==> config.mk <==
export PLATFORM = sky130hd
export DESIGN_NAME = vend_sequencer
export DESIGN_NICKNAME = d
export VERILOG_FILES = /design/src/rtl/vend_sequencer.sv
export SDC_FILE = /design/constraint.sdc
export NUM_CORES = 1
export LEC_CHECK = 0
export ABC_AREA = 1
export CAP_MARGIN = 20
export CORE_UTILIZATION = 52
export CTS_BUF_LIST = sky130_fd_sc_hd__clkbuf_16
export DETAILED_ROUTE_END_ITERATION = 8
export PLACE_DENSITY_LB_ADDON = 0.08
export SYNTH_ARGS = -nofsm -noshare
export SYNTH_HDL_FRONTEND = slang
export SYNTH_SLANG_ARGS = --single-unit
==> constraint.sdc <==
create_clock -name clk -period 2.31 [get_ports clk]
set_input_delay 0.462 -clock clk [delete_from_list [all_inputs] [get_ports clk]]
set_output_delay 0.462 -clock clk [all_outputs]
set_load 0.1 [all_outputs]
==> src/rtl/vend_sequencer.sv <==
// Vending sequencer: selection -> stock check -> coin collection -> dispense/refund.
// Optional feature: define VEND_CHANGE_EN to return overpayment as change after a dispense;
// left undefined, overpayment is forfeited on dispense.
module vend_sequencer #(
  parameter int TIMEOUT_CYCLES = 1000,
  parameter int CREDIT_W       = 8
) (
  input  logic                clk,
  input  logic                rst_n,
  input  logic [3:0]          index,
  input  logic                index_valid,
  input  logic                cancel,
  output logic                stock_query,
  input  logic                stock_valid,
  input  logic                stock_ok,
  input  logic [CREDIT_W-1:0] price,
  input  logic                coin_valid,
  input  logic [CREDIT_W-1:0] coin_value,
  output logic                dispense_req,
  input  logic                dispense_ack,
  output logic [3:0]          sel_index,
  output logic                refund_req,
  output logic [CREDIT_W-1:0] refund_amt,
  input  logic                refund_ack,
  output logic [CREDIT_W-1:0] credit,
  output logic                out_of_stock,
  output logic [2:0]          state
);

  localparam int CNT_W = $clog2(TIMEOUT_CYCLES + 1);
  localparam logic [CNT_W-1:0] CNT_LOAD = CNT_W'(TIMEOUT_CYCLES);

  typedef enum logic [2:0] {
    S_IDLE     = 3'd0,
    S_CHECK    = 3'd1,
    S_PAY      = 3'd2,
    S_DISPENSE = 3'd3,
    S_REFUND   = 3'd4
  } st_t;

  st_t                 st;
  logic [CREDIT_W-1:0] price_q;
  logic [CNT_W-1:0]    cnt;
  logic [CREDIT_W:0]   sum;
  logic [CREDIT_W-1:0] credit_nxt;
  logic                timeout;

  assign state = st;

  // Credit after this cycle's coin, saturating at all-ones; timeout fires as the counter reaches 0
  always_comb begin
    sum        = {1'b0, credit} + {1'b0, coin_value};
    credit_nxt = credit;
    if (coin_valid)
      credit_nxt = sum[CREDIT_W] ? {CREDIT_W{1'b1}} : sum[CREDIT_W-1:0];
    timeout = !coin_valid && (cnt == CNT_W'(1));
  end

  // Main sequencer FSM with registered outputs
  always_ff @(posedge clk or negedge rst_n) begin
    if (!rst_n) begin
      st           <= S_IDLE;
      price_q      <= '0;
      cnt          <= CNT_LOAD;
      credit       <= '0;
      sel_index    <= '0;
      refund_amt   <= '0;
      refund_req   <= 1'b0;
      dispense_req <= 1'b0;
      stock_query  <= 1'b0;
      out_of_stock <= 1'b0;
    end else begin
      stock_query  <= 1'b0;
      out_of_stock <= 1'b0;
      case (st)
        S_IDLE: begin
          cnt <= CNT_LOAD;
          if (index_valid) begin
            sel_index   <= index;
            stock_query <= 1'b1;
            st          <= S_CHECK;
          end
        end
        S_CHECK: begin
          // No credit can exist yet, so cancel simply abandons the selection
          if (cancel) begin
            st <= S_IDLE;
          end else if (stock_valid) begin
            if (stock_ok) begin
              price_q <= price;
              cnt     <= CNT_LOAD;
              st      <= S_PAY;
            end else begin
              out_of_stock <= 1'b1;
              st           <= S_IDLE;
            end
          end
        end
        S_PAY: begin
          credit <= credit_nxt;
          cnt    <= coin_valid ? CNT_LOAD : cnt - CNT_W'(1);
          // Cancel/timeout outrank the price compare; a same-cycle coin is included in the refund
          if (cancel || timeout) begin
            cnt <= CNT_LOAD;
            if (credit_nxt == '0) begin
              st <= S_IDLE;
            end else begin
              refund_amt <= credit_nxt;
              refund_req <= 1'b1;
              st         <= S_REFUND;
            end
          end else if (credit >= price_q) begin
            dispense_req <= 1'b1;
            st           <= S_DISPENSE;
          end
        end
        S_DISPENSE: begin
          if (dispense_ack) begin
            dispense_req <= 1'b0;
`ifdef VEND_CHANGE_EN
            if (credit > price_q) begin
              credit     <= credit - price_q;
              refund_amt <= credit - price_q;
              refund_req <= 1'b1;
              st         <= S_REFUND;
            end else begin
              credit <= '0;
              st     <= S_IDLE;
            end
`else
            credit <= '0;
            st     <= S_IDLE;
`endif
          end
        end
        S_REFUND: begin
          if (refund_ack) begin
            refund_req <= 1'b0;
            refund_amt <= '0;
            credit     <= '0;
            st         <= S_IDLE;
          end
        end
        default: st <= S_IDLE;
      endcase
    end
  end

endmodule

Figure 1. A small window of the routed layout (run 1).
Region (23, 8) to (53, 38) um. Cells in gray, sequential cells in the stronger gray; small squares are vias.
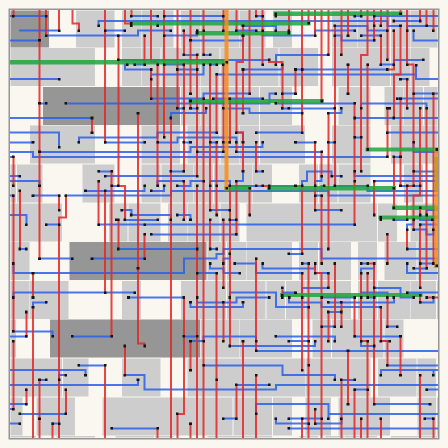
layer	color
met2	red
met3	green
met1	blue
met4	orange
most frequent	nand2_1 (23), buf_4 (16), inv_1 (10)
sequential cells in the window	3
cells with their middle in the window	97
netlist names of flops here include	credit (3)

Figure 2. Routed metal per tile (run 1).
Scale: 4 px per um. The die is cut into 15 by 15 equal tiles; white is low, dark blue is high, scaled to the fullest tile. Values are wire area over tile area, all layers added.
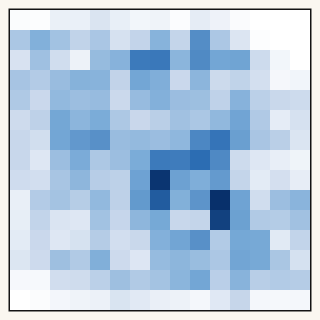
densest ninth of the die	center
fullest tile	0.59
mean over tiles	0.19
tiles over half the peak	17%
nearly empty tiles	4.9%

Figure 3. Logic cells by family (run 1).
Scale: 8 px per um.
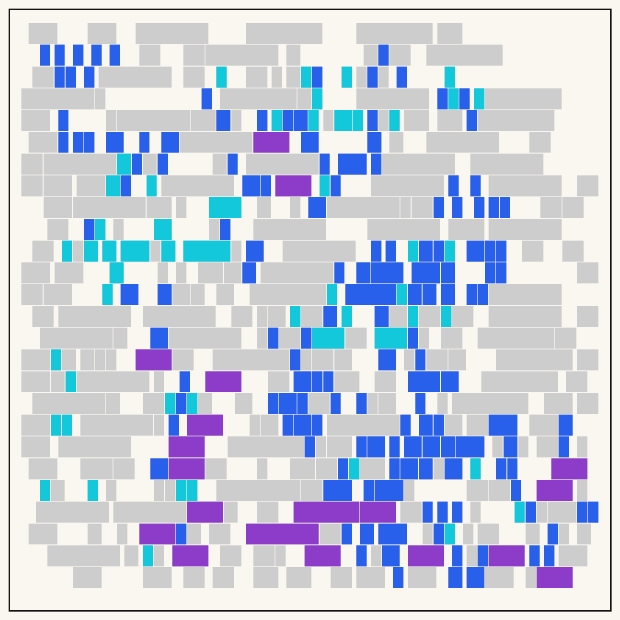
family	color	cells
adder and majority cells	purple	19
NOR gates	cyan	52
NAND gates	blue	148

==> Slide: Implementation Results, run 1 <==
Physical Implementation Snapshot

Final layout
  • Fin util: between 70 and 80%
  • Nets: between 400 and 500
  • Most frequent cells in the layout: nand2_1 (96), buf_4 (53), inv_1 (47)
  • Combinational share of cell area: 40.2%
  • Comb_multi_in: 264
  • Seq/total area: 30.5%
  • Fill cell count: 414
  • Storage cell area: approximately 1100 um^2
  • Share of layout cells above drive strength 1: 26.7%
  • Layout Cells excl Fill: about 520
  • Layout non-clock buf frac: 17.8%
  • Post-layout instance area: between 3000 and 4000 um^2

Route
  • DR WL/cell: 12.8 um
  • DRC viols: 0
  • Via count: ~2.7k
  • DR WL met3: between 300 and 400 um
  • Remaining antenna violation count: 0

Worst setup path
  • CP arrival: approximately 2.5 ns
  • Worst Setup Start Kind: register
  • Slowest cell on crit path: dfrtp_4
  • Element type at the critical path end: register
  • CP Max Fanout: 8
  • CP top delay family: simple AND/OR/NAND/NOR gates
  • Crit path largest cell delay: approximately 0.5 ns

Yosys
  • Top-area cell share: roughly a third
  • Commonest cells post-synth: nand2_1 (102), inv_1 (47), dfrtp_1 (39), nor2_1 (39), nand3_1 (24)
  • Post-synth EDFFs: 0
  • Ao+oa area frac: between 8 and 9%
  • Async SR Flop Fraction: 100%
  • Synth warnings: 0
  • Fa+ha+maj area frac: just under 9%
  • Ys cells: around 360

Die
  • Pre-Place Util: between 50 and 60%
  • Placeable Area: ~5100 um^2
  • Die area: ~5600 um^2

Run
  • Tool warnings: 29

Clock network
  • Cts hold-fix bufs: 0
  • CTS Buf Count: 5
  • CTS tree: built
  • H-tree depth: 2

Placement
  • Worst slack, placed: -0.353 ns
  • Placed cell area: about 3500 um^2

Final timing
  • Slew HR: between 70% and 80%
  • Worst-margin pin slew: between 0.3 and 0.4 ns
  • Final Critical Period: 2.31 ns
  • Clk_skew: between 0.003 and 0.004 ns
  • Fmax: between 400 and 500 MHz

GRT
  • First-pass GRT wire length: between 10000 and 15000 um
  • Gr busiest metal: met2
  • GRT Resource Usage Total: ~25%
  • Initial antenna violation count: 0

Run status
  • Status: complete, no violations

Min path
  • Min-delay worst type: input port to async pin
Figure 4. Routing congestion map (run 1).
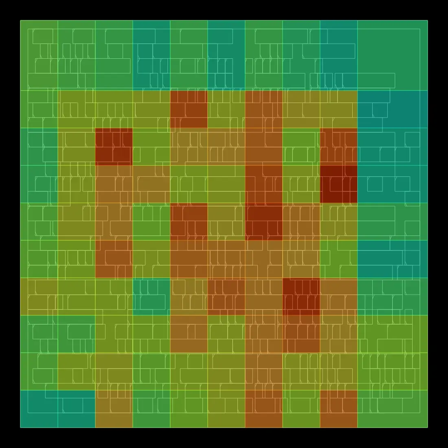

==> run 2: changes to the inputs <==
--- a/config.mk
+++ b/config.mk
@@ -6,10 +6,10 @@
 export NUM_CORES = 1
 export LEC_CHECK = 0
 export ABC_AREA = 1
-export CAP_MARGIN = 20
 export CORE_UTILIZATION = 52
 export CTS_BUF_LIST = sky130_fd_sc_hd__clkbuf_16
 export DETAILED_ROUTE_END_ITERATION = 8
+export GPL_TIMING_DRIVEN = 0
 export PLACE_DENSITY_LB_ADDON = 0.08
 export SYNTH_ARGS = -nofsm -noshare
 export SYNTH_HDL_FRONTEND = slang
Figure 5. Routing congestion map (run 2).
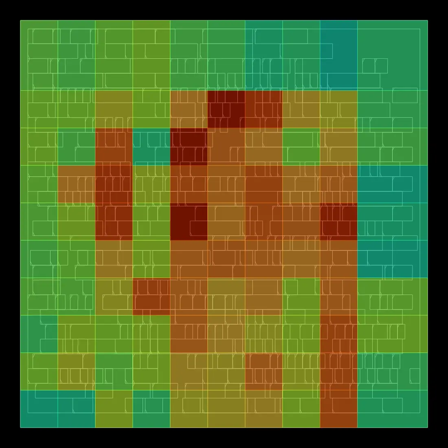
grt met3 use: 4.15%
GRT Resource Usage Total: 25.3%

Figure 6. Logic cells by family (run 2).
Scale: 8 px per um.
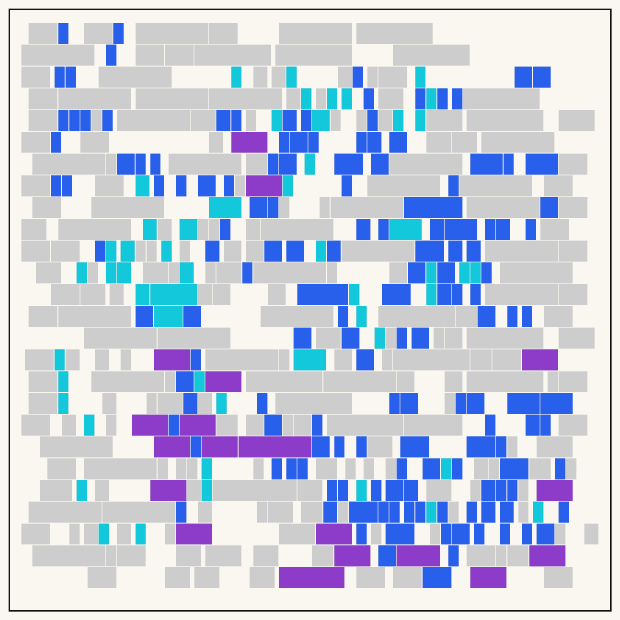
family	color	cells
NAND gates	blue	148
adder and majority cells	purple	19
NOR gates	cyan	52

Figure 7. A small window of the routed layout (run 2).
Region (23, 8) to (53, 38) um. Cells in gray, sequential cells in the stronger gray; small squares are vias.
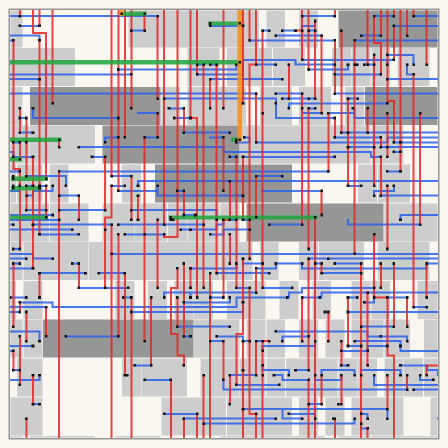

==> run 2 against run 1 <==
  * The flow now finishes with violations (negative setup slack)
  * Sequential share of layout area fell by 0.16 points
  * Maximum frequency decreased by 2.4%
  * Synthesized area unchanged
  * Register-to-register slack got worse by 0.06 ns
  * Synthesized cell count unchanged
  * Worst setup slack got worse by 0.057 ns
==> Slide: Implementation Results, run 2 <==
Physical Implementation Snapshot

Final layout
  • Storage cell area: 1150 um^2 (unchanged)
  • Layout Cells excl Fill: 502 (was 520)
  • Fill cell count: 384 (was 414)
  • Comb_multi_in: 264 (unchanged)
  • Combinational share of cell area: 42.0% (was 40.2%)
  • Layout non-clock buf frac: 16.3% (was 17.8%)
  • Most frequent cells in the layout: nand2_1 (83), inv_1 (47), clkdlybuf4s50_1 (40) (was nand2_1 (96), buf_4 (53), inv_1 (47))
  • Seq/total area: 30.3% (was 30.5%)
  • Fin util: 74.0% (was 73.6%)
  • Share of layout cells above drive strength 1: 20.8% (was 26.7%)

Clock network
  • H-tree depth: 2 (unchanged)
  • CTS tree: built (unchanged)

Die
  • Placeable Area: 5110 um^2 (unchanged)
  • Die area: 5630 um^2 (unchanged)
  • Pre-Place Util: 54.3% (unchanged)

Route
  • DR WL/cell: 12.9 um (was 12.8 um)
  • Via count: 2609 (was 2693)
  • DR WL met3: 329 um (was 338 um)
  • DRC viols: 0 (unchanged)

Run status
  • Status: complete, but fails checks (was complete, no violations)
  • Failing checks: negative setup slack

Placement
  • Worst slack, placed: -0.482 ns (was -0.353 ns)
  • Placed cell area: 3460 um^2 (was 3540 um^2)

GRT
  • Gr busiest metal: met2 (unchanged)
  • First-pass GRT wire length: 10700 um (was 10600 um)
  • Initial antenna violation count: 0 (unchanged)

Run
  • Tool warnings: 30 (was 29)

Final timing
  • Final Critical Period: 2.37 ns (was 2.31 ns)
  • Setup WS post-layout: -0.0554 ns (was 0.00209 ns)
  • Clk_skew: 0.00577 ns (was 0.00319 ns)
  • Final setup viols: 11 (was 0)

Yosys
  • Top-area cell share: 35.2% (unchanged)
  • Fa+ha+maj area frac: 8.84% (unchanged)
  • Async SR Flop Fraction: 100% (unchanged)

Worst setup path
  • Element type at the critical path end: register (unchanged)
  • Crit path largest cell delay: 0.49 ns (was 0.50 ns)
  • CP arrival: 2.59 ns (was 2.53 ns)
  • CP top delay family: simple AND/OR/NAND/NOR gates (unchanged)
  • Worst Setup Start Kind: register (unchanged)
Figure 8. Routed metal per tile (run 2).
Scale: 4 px per um. The die is cut into 15 by 15 equal tiles; white is low, dark blue is high, scaled to the fullest tile. Values are wire area over tile area, all layers added.
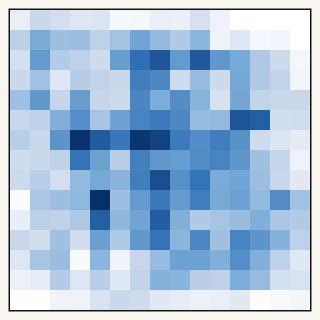

==> run 3: changes to the inputs <==
--- a/config.mk
+++ b/config.mk
@@ -14,3 +14,4 @@
 export SYNTH_ARGS = -nofsm -noshare
 export SYNTH_HDL_FRONTEND = slang
 export SYNTH_SLANG_ARGS = --single-unit
+export TNS_END_PERCENT = 20
Figure 9. Routed metal per tile (run 3).
Scale: 4 px per um. The die is cut into 15 by 15 equal tiles; white is low, dark blue is high, scaled to the fullest tile. Values are wire area over tile area, all layers added.
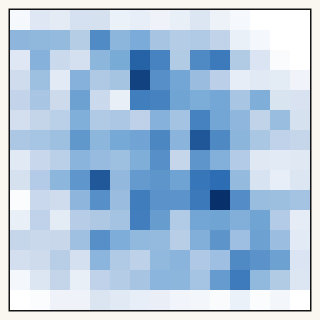
nearly empty tiles	4.0%
fullest tile	0.54
tiles over half the peak	22%
mean over tiles	0.18
densest ninth of the die	center
emptiest ninth of the die	north-east

Figure 10. Logic cells by family (run 3).
Scale: 8 px per um.
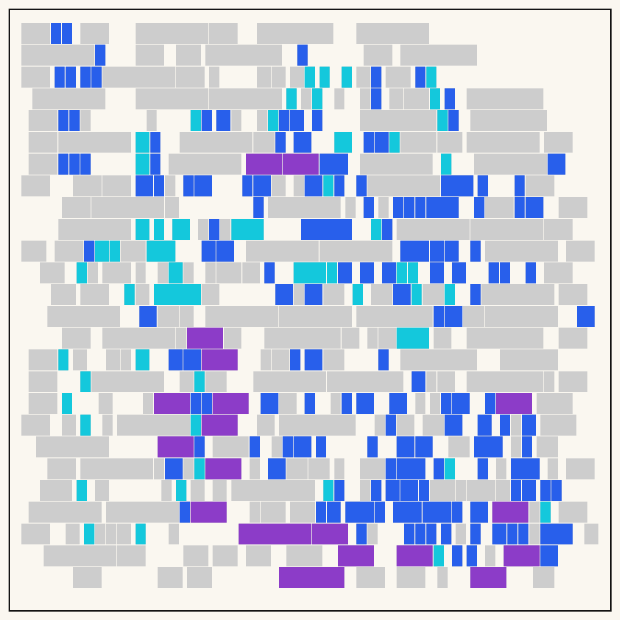
family	color	cells
NOR gates	cyan	52
adder and majority cells	purple	19
NAND gates	blue	148

==> run 3 against run 2 <==
  * The run still ends with negative setup slack left
  * Hold slack lost 0.12 ns
  * First-iteration DRC count grew 29%
  * Design area shrank 0.73%
  * Utilization shrank 0.54 points
==> Slide: Implementation Results, run 3 <==
Physical Implementation Snapshot

Run status
  • Status: complete, but fails checks (unchanged)
  • Failing checks: negative setup slack (unchanged)

Clock network
  • Cts hold-fix bufs: 0 (unchanged)
  • H-tree depth: 2 (unchanged)
  • Clock slew seen by the registers of the worst setup and hold paths: 0.06 ns (was 0.07 ns)
  • CTS Buf Count: 5 (unchanged)

Worst setup path
  • Slowest cell on crit path: dfrtp_4 (unchanged)
  • CP arrival: 2.55 ns (was 2.59 ns)
  • Element type at the critical path end: register (unchanged)
  • Crit path largest cell delay: 0.49 ns (about the same)
  • CP Max Fanout: 8 (unchanged)
  • CP Class: register to register (unchanged)
  • Worst path buffer plus inverter count: 0 (unchanged)
  • Worst Setup Start Kind: register (unchanged)
  • CP top delay family: simple AND/OR/NAND/NOR gates (unchanged)
  • Crit-path cells: ha_4 -> fa_2 -> nand3_2 -> nand3_2 -> nand2_2 -> nand2_2 -> nand2_4 -> nand3_2 -> nand2_2 -> nand2_2 -> nor2_4 -> nand3_4 -> nand2_4 -> nand2_1 -> nand2_1 (was ha_4 -> fa_2 -> nand3_2 -> nand3_2 -> nand2_2 -> nand2_2 -> nand2_4 -> nand2_1 -> nand2_2 -> nand2_2 -> nor2_4 -> nand3_4 -> nand2_8 -> nand2_2 -> nand2_1)

Route
  • DR WL met3: 322 um (was 329 um)
  • DR WL/cell: 12.9 um (about the same)
  • Via count: 2596 (was 2609)
  • DRC viols: 0 (unchanged)
  • Remaining antenna violation count: 0 (unchanged)

Run
  • Tool warnings: 30 (unchanged)

Final layout
  • Comb_multi_in: 264 (unchanged)
  • Seq/total area: 30.6% (was 30.3%)
  • Post-layout instance area: 3750 um^2 (was 3780 um^2)
  • Share of layout cells above drive strength 1: 19.5% (was 20.8%)
  • Layout Cells excl Fill: 505 (was 502)
  • Combinational share of cell area: 41.1% (was 42.0%)
  • Largest class: combinational gates (unchanged)
  • Most frequent cells in the layout: nand2_1 (88), inv_1 (48), clkdlybuf4s50_1 (41) (was nand2_1 (83), inv_1 (47), clkdlybuf4s50_1 (40))
  • Layout non-clock buf frac: 17.0% (was 16.3%)
  • Storage cell area: 1150 um^2 (unchanged)
  • Fill cell count: 427 (was 384)
  • Nets: 482 (was 479)
  • Fin util: 73.4% (was 74.0%)

GRT
  • Initial antenna violation count: 0 (unchanged)
  • Gr busiest metal: met2 (unchanged)
  • GRT Resource Usage Total: 25.2% (was 25.3%)
  • Grt met3 use: 5.62% (was 4.15%)
  • GR Layer Usage met1: 32.7% (was 33.4%)

Placement
  • Placed cell area: 3460 um^2 (about the same)
  • Worst slack, placed: -0.491 ns (was -0.482 ns)

Final timing
  • Fin Hold WS: 0.00639 ns (was 0.125 ns)
  • Final Critical Period: 2.32 ns (was 2.37 ns)
  • Setup WS post-layout: -0.0105 ns (was -0.0554 ns)
  • Final setup viols: 4 (was 11)
  • Slew HR: 34.2% (was 35.1%)
  • Worst-margin pin slew: 0.986 ns (was 0.970 ns)
  • Clk_skew: 0.00759 ns (was 0.00577 ns)
  • Fmax: 431 MHz (was 423 MHz)

Yosys
  • Synth warnings: 0 (unchanged)
  • Post-synth EDFFs: 0 (unchanged)
  • Syn Nets: 408 (unchanged)
  • Ao+oa area frac: 8.39% (unchanged)
  • Async SR Flop Fraction: 100% (unchanged)
  • Commonest cells post-synth: nand2_1 (102), inv_1 (47), dfrtp_1 (39), nor2_1 (39), nand3_1 (24) (unchanged)
  • Synth Seq Share: 40.9% (unchanged)
  • Fa+ha+maj area frac: 8.84% (unchanged)
  • Synth Area in Simple Gates: 32.7% (unchanged)
  • Ys cells: 360 (unchanged)
  • Top-area cell share: 35.2% (unchanged)

Die
  • Pre-Place Util: 54.3% (unchanged)
  • Placeable Area: 5110 um^2 (unchanged)
  • Die height: 75.0 um (unchanged)
  • Num rows: 26 (unchanged)

Min path
  • Min-delay worst type: input port to async pin (unchanged)
Figure 11. A small window of the routed layout (run 3).
Region (23, 8) to (53, 38) um. Cells in gray, sequential cells in the stronger gray; small squares are vias.
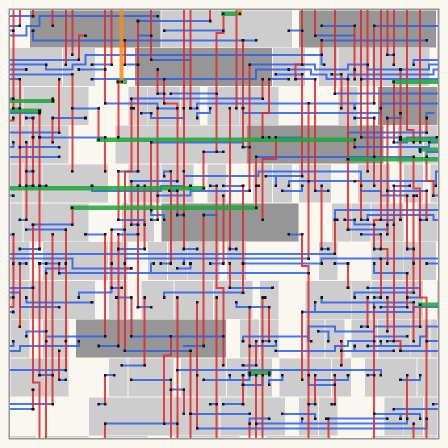
layer	color
met3	green
met2	red
met1	blue
met4	orange
most frequent	nand2_1 (22), inv_1 (12), nand2_2 (8)
sequential cells in the window	6
netlist names of flops here include	credit (5), dispense_req (1)
cells with their middle in the window	88

